Fig. 1: run 1, power grid
Pins as bars on the die edge.
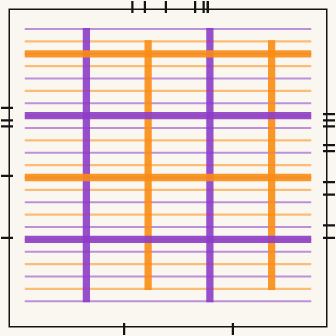
Fig. 2: run 1, cell classes on the final placement
Bar = 20 um.
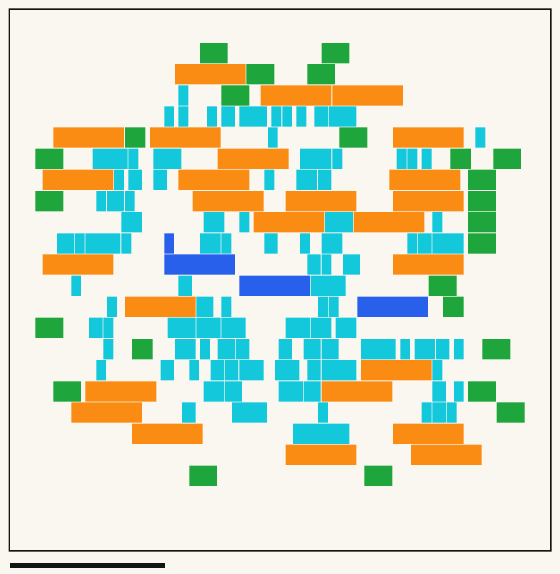
Fig. 3: run 1, clock wires, drivers and flops
Bar = 20 um.
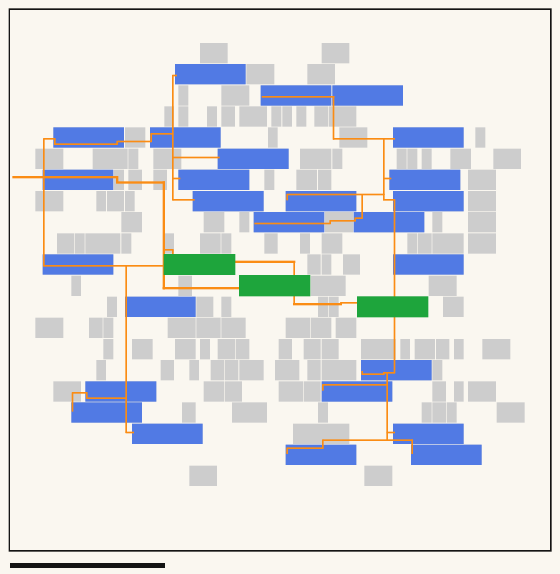
$ cat config.mk
export PLATFORM = sky130hd
export DESIGN_NAME = udivider
export DESIGN_NICKNAME = d
export VERILOG_FILES = /design/src/rtl/udivider.sv
export SDC_FILE = /design/constraint.sdc
export NUM_CORES = 1
export LEC_CHECK = 0
export CORE_MARGIN = 3
export CORE_UTILIZATION = 32
export CTS_BUF_LIST = sky130_fd_sc_hd__clkbuf_16
export DETAILED_ROUTE_END_ITERATION = 12
export PLACE_DENSITY = 0.57
export SLEW_MARGIN = 20
export SYNTH_ARGS = -nofsm -noshare
export SYNTH_HDL_FRONTEND = slang
export SYNTH_SLANG_ARGS = --single-unit
$ cat constraint.sdc
create_clock -name clk -period 2.3 [get_ports clk]
set_input_delay 0.345 -clock clk [delete_from_list [all_inputs] [get_ports clk]]
set_output_delay 0.345 -clock clk [all_outputs]
set_load 0.01 [all_outputs]
$ cat src/rtl/udivider.sv
// udivider: sequential unsigned restoring divider, one quotient bit
// per clock. Ports: clk, rst (async high), start, A, B in; Q, R,
// valid_out, busy_out, div_by_zero out. Q/R/div_by_zero registered.
module udivider #(
  parameter int WIDTH = 4
) (
  input  logic             clk,
  input  logic             rst,
  input  logic             start,
  input  logic [WIDTH-1:0] A,
  input  logic [WIDTH-1:0] B,
  output logic [WIDTH-1:0] Q,
  output logic [WIDTH-1:0] R,
  output logic             valid_out,
  output logic             busy_out,
  output logic             div_by_zero
);

  localparam int CW = $clog2(WIDTH + 1);

  typedef enum logic {
    IDLE,
    DIV
  } state_t;

  state_t state, state_nx;

  logic [WIDTH-1:0] dvd;
  logic [WIDTH-1:0] dsr;
  logic [WIDTH-1:0] p;
  logic [CW-1:0]    cnt;

  logic [WIDTH:0]   p_sh;
  logic [WIDTH:0]   diff;
  logic             qbit;
  logic [WIDTH-1:0] p_nx;
  logic [WIDTH-1:0] dvd_nx;
  logic             last;

  // The partial remainder always stays below the divisor, so the
  // shifted value is below 2*B and the top bit of the difference
  // is a reliable borrow flag. With B=0 no borrow ever occurs.
  assign p_sh   = {p, dvd[WIDTH-1]};
  assign diff   = p_sh - {1'b0, dsr};
  assign qbit   = ~diff[WIDTH];
  assign p_nx   = qbit ? diff[WIDTH-1:0]
                       : p_sh[WIDTH-1:0];
  assign dvd_nx = (dvd << 1)
                | {{(WIDTH-1){1'b0}}, qbit};
  assign last   = (state == DIV)
               && (cnt == CW'(1));

  assign busy_out = (state == DIV);

  always_comb begin
    state_nx = state;
    unique case (state)
      IDLE: if (start) state_nx = DIV;
      DIV:  if (last)  state_nx = IDLE;
      default: state_nx = IDLE;
    endcase
  end

  always_ff @(posedge clk or posedge rst) begin
    if (rst) begin
      state       <= IDLE;
      dvd         <= '0;
      dsr         <= '0;
      p           <= '0;
      cnt         <= '0;
      Q           <= '0;
      R           <= '0;
      valid_out   <= 1'b0;
      div_by_zero <= 1'b0;
    end else begin
      state     <= state_nx;
      valid_out <= 1'b0;
      unique case (state)
        IDLE: begin
          if (start) begin
            dvd <= A;
            dsr <= B;
            p   <= '0;
            cnt <= CW'(WIDTH);
          end
        end
        DIV: begin
          dvd <= dvd_nx;
          p   <= p_nx;
          cnt <= cnt - CW'(1);
          if (last) begin
            Q           <= dvd_nx;
            R           <= p_nx;
            div_by_zero <= (dsr == '0);
            valid_out   <= 1'b1;
          end
        end
        default: ;
      endcase
    end
  end

endmodule

==> summary.rpt, run 1 <==
=================================================================================
Wire length of the first global-routing pass                              5.35 mm
Data arrival time at the worst-slack endpoint                             2.30 ns
Effective utilization at floorplan                                          34.2%
Number of antenna-violating nets in the routed design                           0
Leading cell types in the layout, fill and taps excluded             sky130_fd_sc_hd__nand2_1, sky130_fd_sc_hd__dfrtp_1, sky130_fd_sc_hd__clkdlybuf4s50_1
Top logic cell by instance count in the layout                       sky130_fd_sc_hd__nand2_1
Number of input and output port buffers inserted                               21
Site row count                                                                 22
Cell count after synthesis                                                    133
Num ports                                                                      22
Area Overhead vs Synth                                                      27.5%
Switching share of power                                                    40.9%
Number of cells after detailed placement                                      201
Floorplan net count                                                           151
Flops out of synthesis                                                         26
Routed Wire Length                                                        2.92 mm
Number of H-tree levels                                                         1
Met1 Use GR                                                                 17.9%
Internal power summed over all cells                                    0.00158 W
Cts bufs inserted                                                               3
Cell count in the Yosys report                                                133
Drt drc                                                                         0
Slew margin rel.                                                            63.9%
Net total in the final layout                                                 176
Synth warnings                                                                  0
Maxcap violations                                                               0
Crit path capture type                                                  flip-flop
Final-report setup violation count                                              0
Worst path required time                                                  2.47 ns
Placement Cell Area                                                      1560 um2
Tally of unique sky130hd cells used after synthesis                            32
Setup TNS after final layout                                                 0 ns
Nature of the critical path startpoint                                  flip-flop
Register clock-pin slew on the reported worst setup and hold paths        0.06 ns
Mapped Avg Cell Area                                                     9.69 um2
Seq pwr share                                                               32.3%
Total tool warning count                                                       27
Min Clock Period, post-route                                              2.14 ns
Highest Signal Layer                                                         met4
Layer carrying the most global-route usage                                   met2
Post-synth tally of flip-flops with integrated enable                           0
Register area share after synthesis                                         50.5%
Finished Core Util                                                          43.6%
Layout cells sized above 1                                                  7.01%
Post-CTS setup-driven buffer insertion count                                    0
Fin crit share                                                              92.9%
Met3 Resource Use GR                                                        3.91%
Count of TritonRoute iterations in the first routing pass                       4
Final hold violation count                                                      0
P_sw                                                                    0.00109 W
Total global-route track usage                                              13.6%
Layout Cell Area excl Fill                                               1640 um2
Heaviest power group                                                 combinational cells
Sum of routed wire segments on met1                                       1.32 mm
Yosys chip area                                                          1290 um2
Async set or reset register ratio after synthesis                            100%
Hold Buf Count CTS                                                              0
Peak supply drop                                                         0.612 mV
Drt via density                                                              5.09
N_diodes                                                                        0
Worst-case clock buffer depth                                                   2
Number of antenna violations at the first check in global routing               0
Met2 demand-to-capacity share in global routing                             22.2%
Share of power burned in combinational logic                                53.4%
Pin count of the biggest net entering global routing                           27
Via count                                                                    1044
Layout fillers                                                                375
Sum of net half-perimeters after detailed placement                       2.22 mm
Lkg Pwr                                                                  0.747 nW
Clock root buffer                                                    sky130_fd_sc_hd__clkbuf_16
Max Clock Freq                                                            468 MHz
Unrepaired setup endpoints after global routing                                no
Clock tree from TritonCTS                                                   built
Vias in the first global route                                               1118
Crit path kind                                                       flip-flop to flip-flop
Status                                                               finished, final reports clean
Routed length on met2                                                     1.43 mm
Sum of met3 wire segment lengths after detailed routing                    144 um
Total grt overflow                                                              0
P_seq                                                                  0.000864 W
Total power divided by cell area                                      1630 nW/um2
Detailed Route Iter0 Violations                                                55
Total combinational power                                               0.00143 W
Total count of max-transition violations in the final report                    0
Post-synth design cell area                                              1290 um2
Top fanout value on the critical path                                           9
Tightest Hold Check Type                                             input pin to async pin
=================================================================================
-- Fig. 1 (at the start) --
Key: VSS = purple; VDD = orange
4 straps on met4. 23 met1 rails follow the rows. 4 straps on met5.
vertical die dimension: 69.5 um
Horiz. Die Dim: 69.5 um
standard cell core area: 3770 um2

-- Fig. 2 (at the start) --
Key: clock drivers and dummy loads = blue [cells 4, share of their area 5.0%]; sequential cells = orange [cells 26, share of their area 41%]; combinational and other logic = cyan [cells 102, share of their area 39%]; remaining buffers and delay cells = green [cells 25, share of their area 15%]

-- Fig. 3 (at the start) --
Key: clock drivers = green [count 3]; flip-flops = blue [count 26]; clock wires = orange [length 324 um]
There are 4 routed clock nets.
part of the power in the clock network: 14.3%
worst-case clock skew: 0.00229 ns
power in the clock group: 0.000383 W
insertion delay of the later-clocked pin in the worst-skew pair: 0.26 ns

==> run 1: metrics by stage <==
| step | worst slack, ns | total power, W | hold slack [ns] |
|---|---|---|---|
| finish | 0.164 | 0.00268 | 0.457 |
| global route | 0.0115 | 0.00295 | 0.501 |
| CTS | 0.137 | 0.00269 | 0.478 |
| detailed placement | 0.155 | 0.00230 | 0.466 |
| global placement | 0.223 | 0.00223 | 0.461 |
| floorplan | 0.288 | 0.00185 | 0.385 |
==> run 1: sequential cells by signal (all words and copies together), names as in the netlist <==
register     count
div_by_zero      1
valid_out        1
dvd              4
R                4
p                4
Q                4
cnt              3
busy_out         1
dsr              4
==> run 1: logic make-up (layout without fill, tap and decap cells) <==
family	Yosys count	count (layout)	synth area share (%)
and+or+nand+nor	45	45	15.7
DFF	26	26	50.5
muxes	5	5	3.98
buffers and inverters	16	40	5.24
adders and majority gates	7	7	7.38
xor gates and xnor gates	2	2	1.36
AOI/OAI and AO/OA	32	32	15.8
==> run 1: path summary, 6_finish.rpt <==
check,startpoint,endpoint,slack [ns],depth (start not counted)
max in group asynchronous,rst,R[3],1.59,3
worst min-delay path,rst,Q[3],0.46,3
min in group clk,Q[3],Q[3],0.48,2
worst max register to register,dvd[3],R[0],0.16,8
worst min register to register,Q[3],Q[3],0.48,2
worst max-delay path,dvd[3],R[0],0.16,8
==> run 1: worst max-delay path: stages, from the launching register on <==
cell and delay [ns]:
sky130_fd_sc_hd__dfrtp_1 0.39, sky130_fd_sc_hd__inv_1 0.06, sky130_fd_sc_hd__ha_1 0.13, sky130_fd_sc_hd__inv_1 0.06, sky130_fd_sc_hd__fa_1 0.39, sky130_fd_sc_hd__a211o_1 0.33
sky130_fd_sc_hd__a21o_2 0.28, sky130_fd_sc_hd__and3_4 0.21, sky130_fd_sc_hd__o31ai_1 0.19
==> run 1: synthesized netlist by cell type (2+ instances only) <==
master | count | area, um2
sky130_fd_sc_hd__dfrtp_1 | 26 | 651
sky130_fd_sc_hd__a21o_1 | 2 | 15.0
sky130_fd_sc_hd__o31ai_1 | 4 | 30.0
sky130_fd_sc_hd__a32oi_1 | 2 | 17.5
sky130_fd_sc_hd__nor2_1 | 4 | 15.0
sky130_fd_sc_hd__a31oi_1 | 3 | 18.8
sky130_fd_sc_hd__nand3_1 | 4 | 20.0
sky130_fd_sc_hd__mux2i_1 | 4 | 40.0
sky130_fd_sc_hd__a21oi_1 | 4 | 20.0
sky130_fd_sc_hd__ha_1 | 6 | 75.1
sky130_fd_sc_hd__nand4_1 | 2 | 12.5
sky130_fd_sc_hd__xor2_1 | 2 | 17.5
sky130_fd_sc_hd__nand2_1 | 28 | 105
sky130_fd_sc_hd__o211ai_1 | 2 | 15.0
sky130_fd_sc_hd__o21ai_0 | 11 | 55.1
sky130_fd_sc_hd__inv_1 | 10 | 37.5
sky130_fd_sc_hd__clkbuf_1 | 4 | 15.0
==> run 1: layout make-up <==
type	instances	area, um2	area share (%)
Multi-Input combinational cell	91	572	34.8
Clock inverter	1	3.75	0.228
Clock buffer	3	75.1	4.57
Inverter	11	41.3	2.51
Tap cell	48	60.1	3.66
Timing Repair Buffer	25	240	14.6
Sequential cell	26	651	39.6
--- run 2 (diff from run 1) ---
Settings changed: CTS_BUF_LIST sky130_fd_sc_hd__clkbuf_16 to sky130_fd_sc_hd__clkbuf_4 sky130_fd_sc_hd__clkbuf_8.
Fig. 4: run 2, clock routing
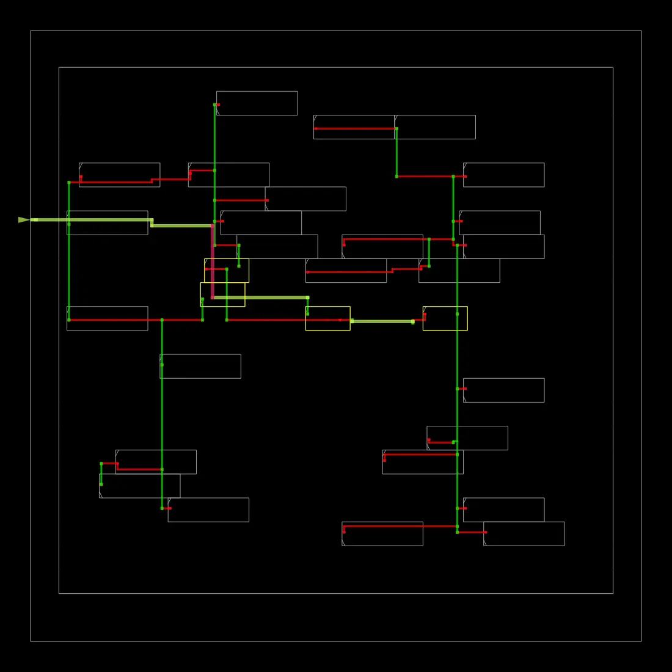
power in the clock group: 0.000292 W
insertion delay of the later-clocked pin in the worst-skew pair: 0.27 ns
cts bufs inserted: 3

Fig. 5: run 2, power grid
Pins as bars on the die edge.
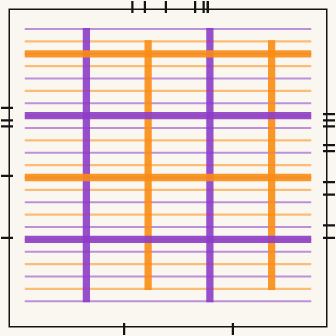
Key: VSS = purple; VDD = orange
The core has 22 rows. 4 straps on met4.
peak supply drop: 0.550 mV

==> summary.rpt, run 2 <==
=================================================================================
Crit path largest cell delay                                              0.40 ns
Number of antenna violations at the first check in global routing               0
Clock root buffer                                                    sky130_fd_sc_hd__clkbuf_8
Yosys chip area                                                          1290 um2
Wire length of the first global-routing pass                              5.37 mm
Total power divided by cell area                                      1600 nW/um2
Status                                                               finished, final reports clean
Flops out of synthesis                                                         26
Count of TritonRoute iterations in the first routing pass                       4
Synth warnings                                                                  0
Final-report setup violation count                                              0
Most used cell, CP                                                   sky130_fd_sc_hd__inv_1
Standard cell core area                                                  3770 um2
Cell count in the Yosys report                                                133
Mapped Avg Cell Area                                                     9.69 um2
Top logic cell by instance count in the layout                       sky130_fd_sc_hd__nand2_1
Number of H-tree levels                                                         1
Area Overhead vs Synth                                                      25.6%
Crit path capture type                                                  flip-flop
Lkg Pwr                                                                  0.737 nW
Via count                                                                    1043
Slew margin rel.                                                            64.3%
Number of input and output port buffers inserted                               21
Max Clock Freq                                                            467 MHz
Min Clock Period, post-route                                              2.14 ns
Vias in the first global route                                               1121
Site row count                                                                 22
Top fanout value on the critical path                                           9
Crit path kind                                                       flip-flop to flip-flop
Fin crit share                                                              93.2%
Leading cell types in the layout, fill and taps excluded             sky130_fd_sc_hd__nand2_1, sky130_fd_sc_hd__dfrtp_1, sky130_fd_sc_hd__clkdlybuf4s50_1
Register area share after synthesis                                         50.5%
Setup ws final                                                           0.157 ns
Register clock-pin slew on the reported worst setup and hold paths        0.09 ns
Vertical die dimension                                                    69.5 um
=================================================================================
Fig. 6: run 2, signal wires by layer
Two of the layers only.
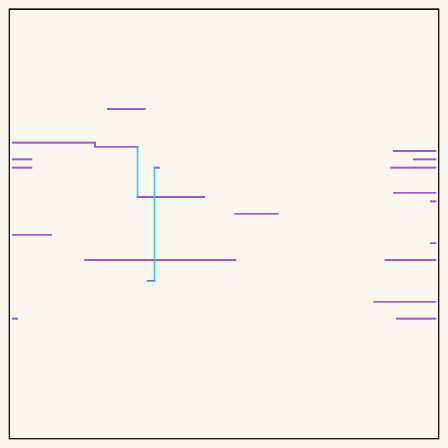
Key: metal 4 = cyan [wire length 26.5 um]; metal 3 = purple [wire length 134 um]

-- run 2: worst paths after layout --
check                             from  endpoint  slack [ns]  depth (start not counted)
worst max-delay path            dvd[3]      R[0]        0.16                          8
worst min-delay path               rst      Q[3]        0.44                          3
worst max register to register  dvd[3]      R[0]        0.16                          8
worst min register to register    Q[2]      Q[2]        0.49                          2
max in group asynchronous          rst      R[3]        1.61                          3
min in group clk                  Q[2]      Q[2]        0.49                          2
-- run 2: metrics by stage --
stage               util [%]  instances  hold slack [ns]  cell area [um2]
CTS                     42.9        205            0.459             1620
detailed placement      41.4        201            0.466             1560
global placement        41.4        201            0.461             1560
global route            42.9        205            0.471             1620
floorplan                  -        133            0.385             1290
finish                  42.9        205            0.441             1620
-- run 2: worst reg2reg max path, stage by stage (launching register included) --
cell and delay (ns):
sky130_fd_sc_hd__dfrtp_1 0.40, sky130_fd_sc_hd__inv_1 0.06, sky130_fd_sc_hd__ha_1 0.13, sky130_fd_sc_hd__inv_1 0.06, sky130_fd_sc_hd__fa_1 0.39, sky130_fd_sc_hd__a211o_1 0.33, sky130_fd_sc_hd__a21o_2 0.28, sky130_fd_sc_hd__and3_4 0.21
sky130_fd_sc_hd__o31ai_1 0.19
-- run 2: logic make-up (layout without fill, tap and decap cells) --
logic type	Yosys count	after routing	share of synthesized area, %
AND/OR/NAND/NOR	45	45	15.7
AND-OR/OR-AND	32	32	15.8
flip-flops	26	26	50.5
buffers and inverters	16	40	5.24
adder cells (fa/ha/maj)	7	7	7.38
multiplexers	5	5	3.98
XOR/XNOR	2	2	1.36
-- run 2: timing repair --
action                                  in CTS  in global routing
endpoints found under the setup margin       0                  1
resized                                      0                  1
hold buffers                                 0                  0
-- run 2: layout make-up --
class | count | area (um2)
clock buffers | 4 | 55.1
inverters | 11 | 41.3
well taps | 48 | 60.1
multi-input cells | 91 | 572
fillers | 372 | 2150
flip-flops and latches | 26 | 651
repair buffers | 25 | 240
-- run 2: power by group --
group | internal [W] | switching [W] | total [W] | leakage [nW]
clock network | 0.000153 | 0.000139 | 0.000292 | 0.0288
logic | 0.000656 | 0.000778 | 0.00143 | 0.394
registers | 0.000693 | 0.000171 | 0.000864 | 0.315
-- run 2: metal layers --
layer / part of all wire (%) / global-route usage [%] / up-vias
met5: 0 / 0 / -
met1: 45 / 18.1 / 507
met4: 0.89 / 2.39 / 0
met2: 49 / 22.2 / 24
met3: 4.5 / 3.91 / 4
li1: - / - / 508
Power figures rest on the tool's default switching activity, not on a simulated workload.
